<file path="src/rtl/uart_frame_arbiter.sv">
// uart_frame_arbiter
//
// Shares one UART TX FIFO between NUM_REQ report sources. Pending sources are
// arbitrated round-robin; the winner's payload is latched and sent as a fixed
// byte frame: SOF, ID, payload[15:8], payload[7:0] and, when
// UART_FRAME_CSUM_EN is defined, an XOR checksum of the four preceding bytes.
// With UART_FRAME_CSUM_EN undefined the frame is 4 bytes and LO returns to IDLE.
//
// Ports:
//   clk         system clock
//   reset_n     asynchronous active-low reset
//   req         level request per source, held until ack
//   payload     flattened payloads, source i at [i*PAYLOAD_W +: PAYLOAD_W]
//   ack         one-hot, one-cycle pulse when a payload is latched
//   fifo_full   TX FIFO full flag
//   fifo_write  one-cycle FIFO write strobe (registered)
//   fifo_data   byte presented with fifo_write (registered)
//   busy        high from grant until the last frame byte is written

module uart_frame_arbiter #(
  parameter int unsigned NUM_REQ   = 4,
  parameter int unsigned PAYLOAD_W = 14,
  parameter int unsigned DATA_SIZE = 8,
  parameter logic [7:0]  SOF_BYTE  = 8'hA5
) (
  input  logic                           clk,
  input  logic                           reset_n,
  input  logic [NUM_REQ-1:0]             req,
  input  logic [NUM_REQ*PAYLOAD_W-1:0]   payload,
  output logic [NUM_REQ-1:0]             ack,
  input  logic                           fifo_full,
  output logic                           fifo_write,
  output logic [DATA_SIZE-1:0]           fifo_data,
  output logic                           busy
);

  localparam int unsigned PTR_W = (NUM_REQ > 1) ? $clog2(NUM_REQ) : 1;

  localparam logic [2:0] StIdle = 3'd0;
  localparam logic [2:0] StSof  = 3'd1;
  localparam logic [2:0] StId   = 3'd2;
  localparam logic [2:0] StHi   = 3'd3;
  localparam logic [2:0] StLo   = 3'd4;
`ifdef UART_FRAME_CSUM_EN
  localparam logic [2:0] StCsum = 3'd5;
`endif

  logic [2:0]           state_q, state_d;
  logic [PTR_W-1:0]     ptr_q, ptr_d;
  logic [15:0]          pl_q, pl_d;
  logic [2:0]           id_q, id_d;
  logic [NUM_REQ-1:0]   ack_q, ack_d;
  logic                 wr_q, wr_d;
  logic [DATA_SIZE-1:0] data_q, data_d;
  logic                 busy_q, busy_d;

  // Unpack the flat payload bus so the winner can be selected by index.
  logic [PAYLOAD_W-1:0] pl_arr [NUM_REQ];
  for (genvar i = 0; i < NUM_REQ; i++) begin : g_unpack
    assign pl_arr[i] = payload[i*PAYLOAD_W +: PAYLOAD_W];
  end

  // Circular search starting at the pointer; first pending source wins.
  logic             grant_valid;
  logic [PTR_W-1:0] grant_idx;
  logic [PTR_W-1:0] ptr_next;

  always_comb begin
    int unsigned cand;
    cand        = 0;
    grant_valid = 1'b0;
    grant_idx   = '0;
    for (int unsigned k = 0; k < NUM_REQ; k++) begin
      cand = (32'(ptr_q) + k) % NUM_REQ;
      if (!grant_valid && req[PTR_W'(cand)]) begin
        grant_valid = 1'b1;
        grant_idx   = PTR_W'(cand);
      end
    end
  end

  assign ptr_next = (grant_idx == PTR_W'(NUM_REQ - 1)) ? '0 : grant_idx + 1'b1;

  // Byte to send in the current state and the state that follows it.
  logic [7:0] id_byte;
  logic [7:0] cur_byte;
  logic [2:0] byte_next;

  assign id_byte = {5'b0, id_q};

`ifdef UART_FRAME_CSUM_EN
  logic [7:0] csum_byte;
  assign csum_byte = SOF_BYTE ^ id_byte ^ pl_q[15:8] ^ pl_q[7:0];
`endif

  always_comb begin
    cur_byte  = 8'h00;
    byte_next = StIdle;
    case (state_q)
      StSof: begin
        cur_byte  = SOF_BYTE;
        byte_next = StId;
      end
      StId: begin
        cur_byte  = id_byte;
        byte_next = StHi;
      end
      StHi: begin
        cur_byte  = pl_q[15:8];
        byte_next = StLo;
      end
      StLo: begin
        cur_byte  = pl_q[7:0];
`ifdef UART_FRAME_CSUM_EN
        byte_next = StCsum;
`else
        byte_next = StIdle;
`endif
      end
`ifdef UART_FRAME_CSUM_EN
      StCsum: begin
        cur_byte  = csum_byte;
        byte_next = StIdle;
      end
`endif
      default: begin
        cur_byte  = 8'h00;
        byte_next = StIdle;
      end
    endcase
  end

  always_comb begin
    state_d = state_q;
    ptr_d   = ptr_q;
    pl_d    = pl_q;
    id_d    = id_q;
    ack_d   = '0;
    wr_d    = 1'b0;
    data_d  = data_q;
    busy_d  = busy_q;
    if (state_q == StIdle) begin
      if (grant_valid) begin
        ack_d   = NUM_REQ'(1) << grant_idx;
        pl_d    = 16'(pl_arr[grant_idx]);
        id_d    = 3'(grant_idx);
        busy_d  = 1'b1;
        ptr_d   = ptr_next;
        state_d = StSof;
      end
    end else if (!fifo_full) begin
      // A full FIFO stalls the state, so each byte is written exactly once.
      wr_d    = 1'b1;
      data_d  = DATA_SIZE'(cur_byte);
      state_d = byte_next;
      if (byte_next == StIdle) begin
        busy_d = 1'b0;
      end
    end
  end

  always_ff @(posedge clk or negedge reset_n) begin
    if (!reset_n) begin
      state_q <= StIdle;
      ptr_q   <= '0;
      pl_q    <= '0;
      id_q    <= '0;
      ack_q   <= '0;
      wr_q    <= 1'b0;
      data_q  <= '0;
      busy_q  <= 1'b0;
    end else begin
      state_q <= state_d;
      ptr_q   <= ptr_d;
      pl_q    <= pl_d;
      id_q    <= id_d;
      ack_q   <= ack_d;
      wr_q    <= wr_d;
      data_q  <= data_d;
      busy_q  <= busy_d;
    end
  end

  assign ack        = ack_q;
  assign fifo_write = wr_q;
  assign fifo_data  = data_q;
  assign busy       = busy_q;

endmodule
</file>
<file path="config.mk">
export PLATFORM = sky130hd
export DESIGN_NAME = uart_frame_arbiter
export DESIGN_NICKNAME = d
export VERILOG_FILES = /design/src/rtl/uart_frame_arbiter.sv
export SDC_FILE = /design/constraint.sdc
export NUM_CORES = 1
export LEC_CHECK = 0
export CAP_MARGIN = 5
export CORE_MARGIN = 4
export CORE_UTILIZATION = 44
export DETAILED_ROUTE_END_ITERATION = 16
export GPL_TIMING_DRIVEN = 0
export PLACE_DENSITY = 0.83
export RECOVER_POWER = 25
export SKIP_CTS_REPAIR_TIMING = 1
export SLEW_MARGIN = 15
export SYNTH_ARGS = -nofsm -noshare
export SYNTH_HDL_FRONTEND = slang
export SYNTH_SLANG_ARGS = --single-unit
</file>
<file path="constraint.sdc">
create_clock -name clk -period 2.1 [get_ports clk]
set_input_delay 0.42 -clock clk [delete_from_list [all_inputs] [get_ports clk]]
set_output_delay 0.42 -clock clk [all_outputs]
set_load 0.01 [all_outputs]
</file>
Fig. 1: logic cells by family
Drawn at 4 px/micron.
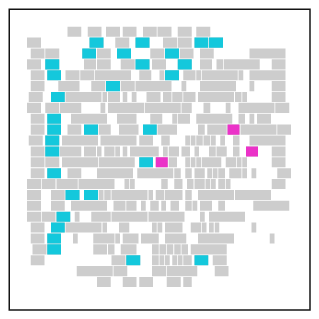
- magenta: non-inverting ao/oa cells (cells 3)
- cyan: mux cells (cells 30; most used mux2i_1)

Fig. 2: close-up of the layout
Region (44, 44) to (69, 69) microns. Cells in grey, sequential cells in the stronger grey; small squares are vias.
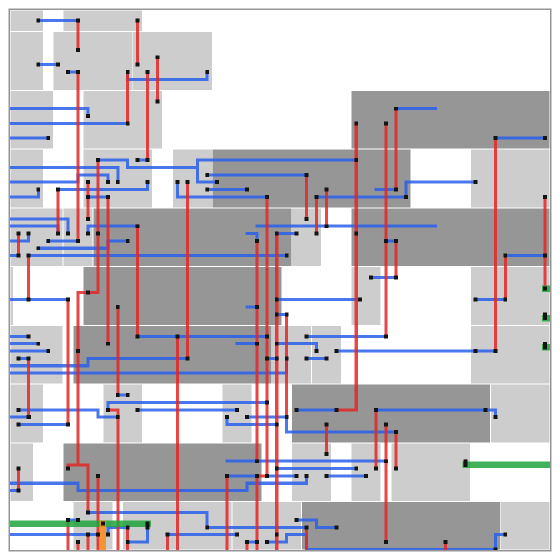
- green: metal 3
- orange: metal 4
- red: metal 2
- blue: metal 1
- sequential cells in the window: 9
- netlist names of flops here include: fifo_data (5), pl_q (2)
- cells with their middle in the window: 36
- most frequent: dfrtp_1 (9), clkdlybuf4s50_1 (8), nand2_1 (5)

==> impl_metrics.json <==
{
  "insertion_delay_ps": 280,
  "clock_power_uw": 486,
  "signal_buffers": 90,
  "fin_nets": 343,
  "synthTopLogicFamily": "AND-OR/OR-AND gates",
  "cp_num_buf_inv": 2,
  "tritoncts": "done",
  "ys_cells": 195,
  "hold_viol_final": 0,
  "comb_power_share": 0.526,
  "comb_cells": 142,
  "placed_area_sq_um": 2810,
  "synth.avg_cell_area_sq_um": 10.1,
  "power.density_nw_per_um2": 1210,
  "power_leakage_uw": 0.00124,
  "total_power_uw": 3510,
  "yosys_area_sq_um": 1960,
  "switching_share": 0.398,
  "cp.required_ps": 2290,
  "hold_class": "in -> async",
  "grtUsageMet2": 0.322,
  "post-place-ws_ps": -264,
  "areaGrowthSynthToFinish_pct": 47.2,
  "ios": 77,
  "grt_pass1_wl_mm": 8.36,
  "async_flop_share": 1.00,
  "clock-skew-final_ps": 5.64,
  "seqPwrFrac": 0.335,
  "crit_path_start_kind": "input pin",
  "slew_viol_final": 0,
  "routed-wl-met2_mm": 2.53,
  "die_w_microns": 74.8,
  "finalSetupViolCount": 0,
  "top_cell": "nand2_1",
  "die_y_microns": 74.8,
  "core.rowCount": 24,
  "dp_cells": 324,
  "top_layer": "met4",
  "drc": 0,
  "tightest_slew_ps": 1280,
  "avgRoutedWirePerCell_microns": 15.6,
  "grt_pass1_vias": 1794,
  "cp_top_family": "buffers and inverters",
  "tap_cells": 52,
  "first_pass_iters": 4,
  "buffer_area_frac": 0.292,
  "place_hpwl_mm": 4.06,
  "top_cells_by_area": "dfrtp_1, mux2i_1, nand2_1",
  "power_sequential_uw": 1180,
  "slowest_stage": "clkdlybuf4s50_1",
  "antenna_cells": 0,
  "flop_area_sq_um": 876,
  "design.seq.count": 35,
  "clockBufferCount": 6,
  "pg_comb_uw": 1850,
  "path_clk_slew_ps": 70,
  "sh_seq_area": 0.303,
  "cts_buffer_depth": 2,
  "drt-met1-wl_mm": 2.19,
  "vdd_drop_max_mv": 0.604,
  "stdcell_area_sq_um": 2890,
  "status": "completed",
  "top_area_frac": 0.446,
  "drtIter0Drc": 162,
  "final_antenna_net_count": 0,
  "clock_cell_area_share": 0.0303,
  "port_buffers": 76,
  "synth-edff-count": 0,
  "antenna_found_initial": 0,
  "cpPeakStageDelay_ps": 580,
  "inverters": 5,
  "fmax_mhz": 507,
  "period_needed_ps": 1970,
  "setup_tns_ps": 0,
  "logic_area_sq_um": 998,
  "grt_max_degree": 25,
  "cts.sinks": 35,
  "mux_share": 0.153,
  "gp_congestion": 0.887,
  "largest_area_cell": "dfrtp_1",
  "endpoint_kind": "flip-flop",
  "core_sq_um": 4320
}
Fig. 3: congestion heat map
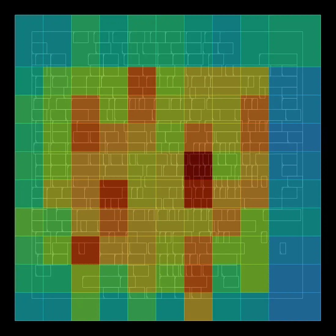
utilization after layout: 0.668
met3 usage: 0.0587
met1 Use GR: 0.258
gr usage total: 0.197
gr busiest metal: met2

Fig. 4: the metal 1 layer
Drawn at 4 px/micron.
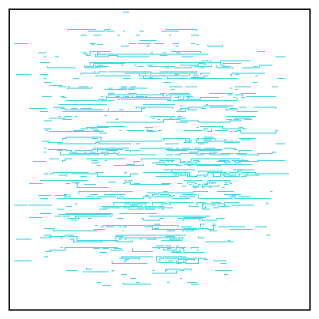
- share of all routed wire: 42%
- main direction: horizontal
via count: 1,814
final wirelength: 5.16 mm

## path summary, 6_finish.rpt
check	start	end	depth (start not counted)
min in group clk	fifo_data[4]$_DFFE_PN0P_	fifo_data[4]$_DFFE_PN0P_	2
setup / recovery	req[2]	pl_q[7]$_DFFE_PN0P_	6
setup reg to reg	state_q[1]$_DFFE_PN0P_	pl_q[7]$_DFFE_PN0P_	5
hold reg to reg	fifo_data[4]$_DFFE_PN0P_	fifo_data[4]$_DFFE_PN0P_	2
hold / removal	reset_n	fifo_data[0]$_DFFE_PN0P_	1
max in group asynchronous	reset_n	ptr_q[1]$_DFFE_PN0P_	2
## sequential cells by signal (all words and copies together), names as in the netlist
name        cells
pl_q           14
fifo_data       8
ack             4
state_q         3
id_q            2
ptr_q           2
busy            1
fifo_write      1
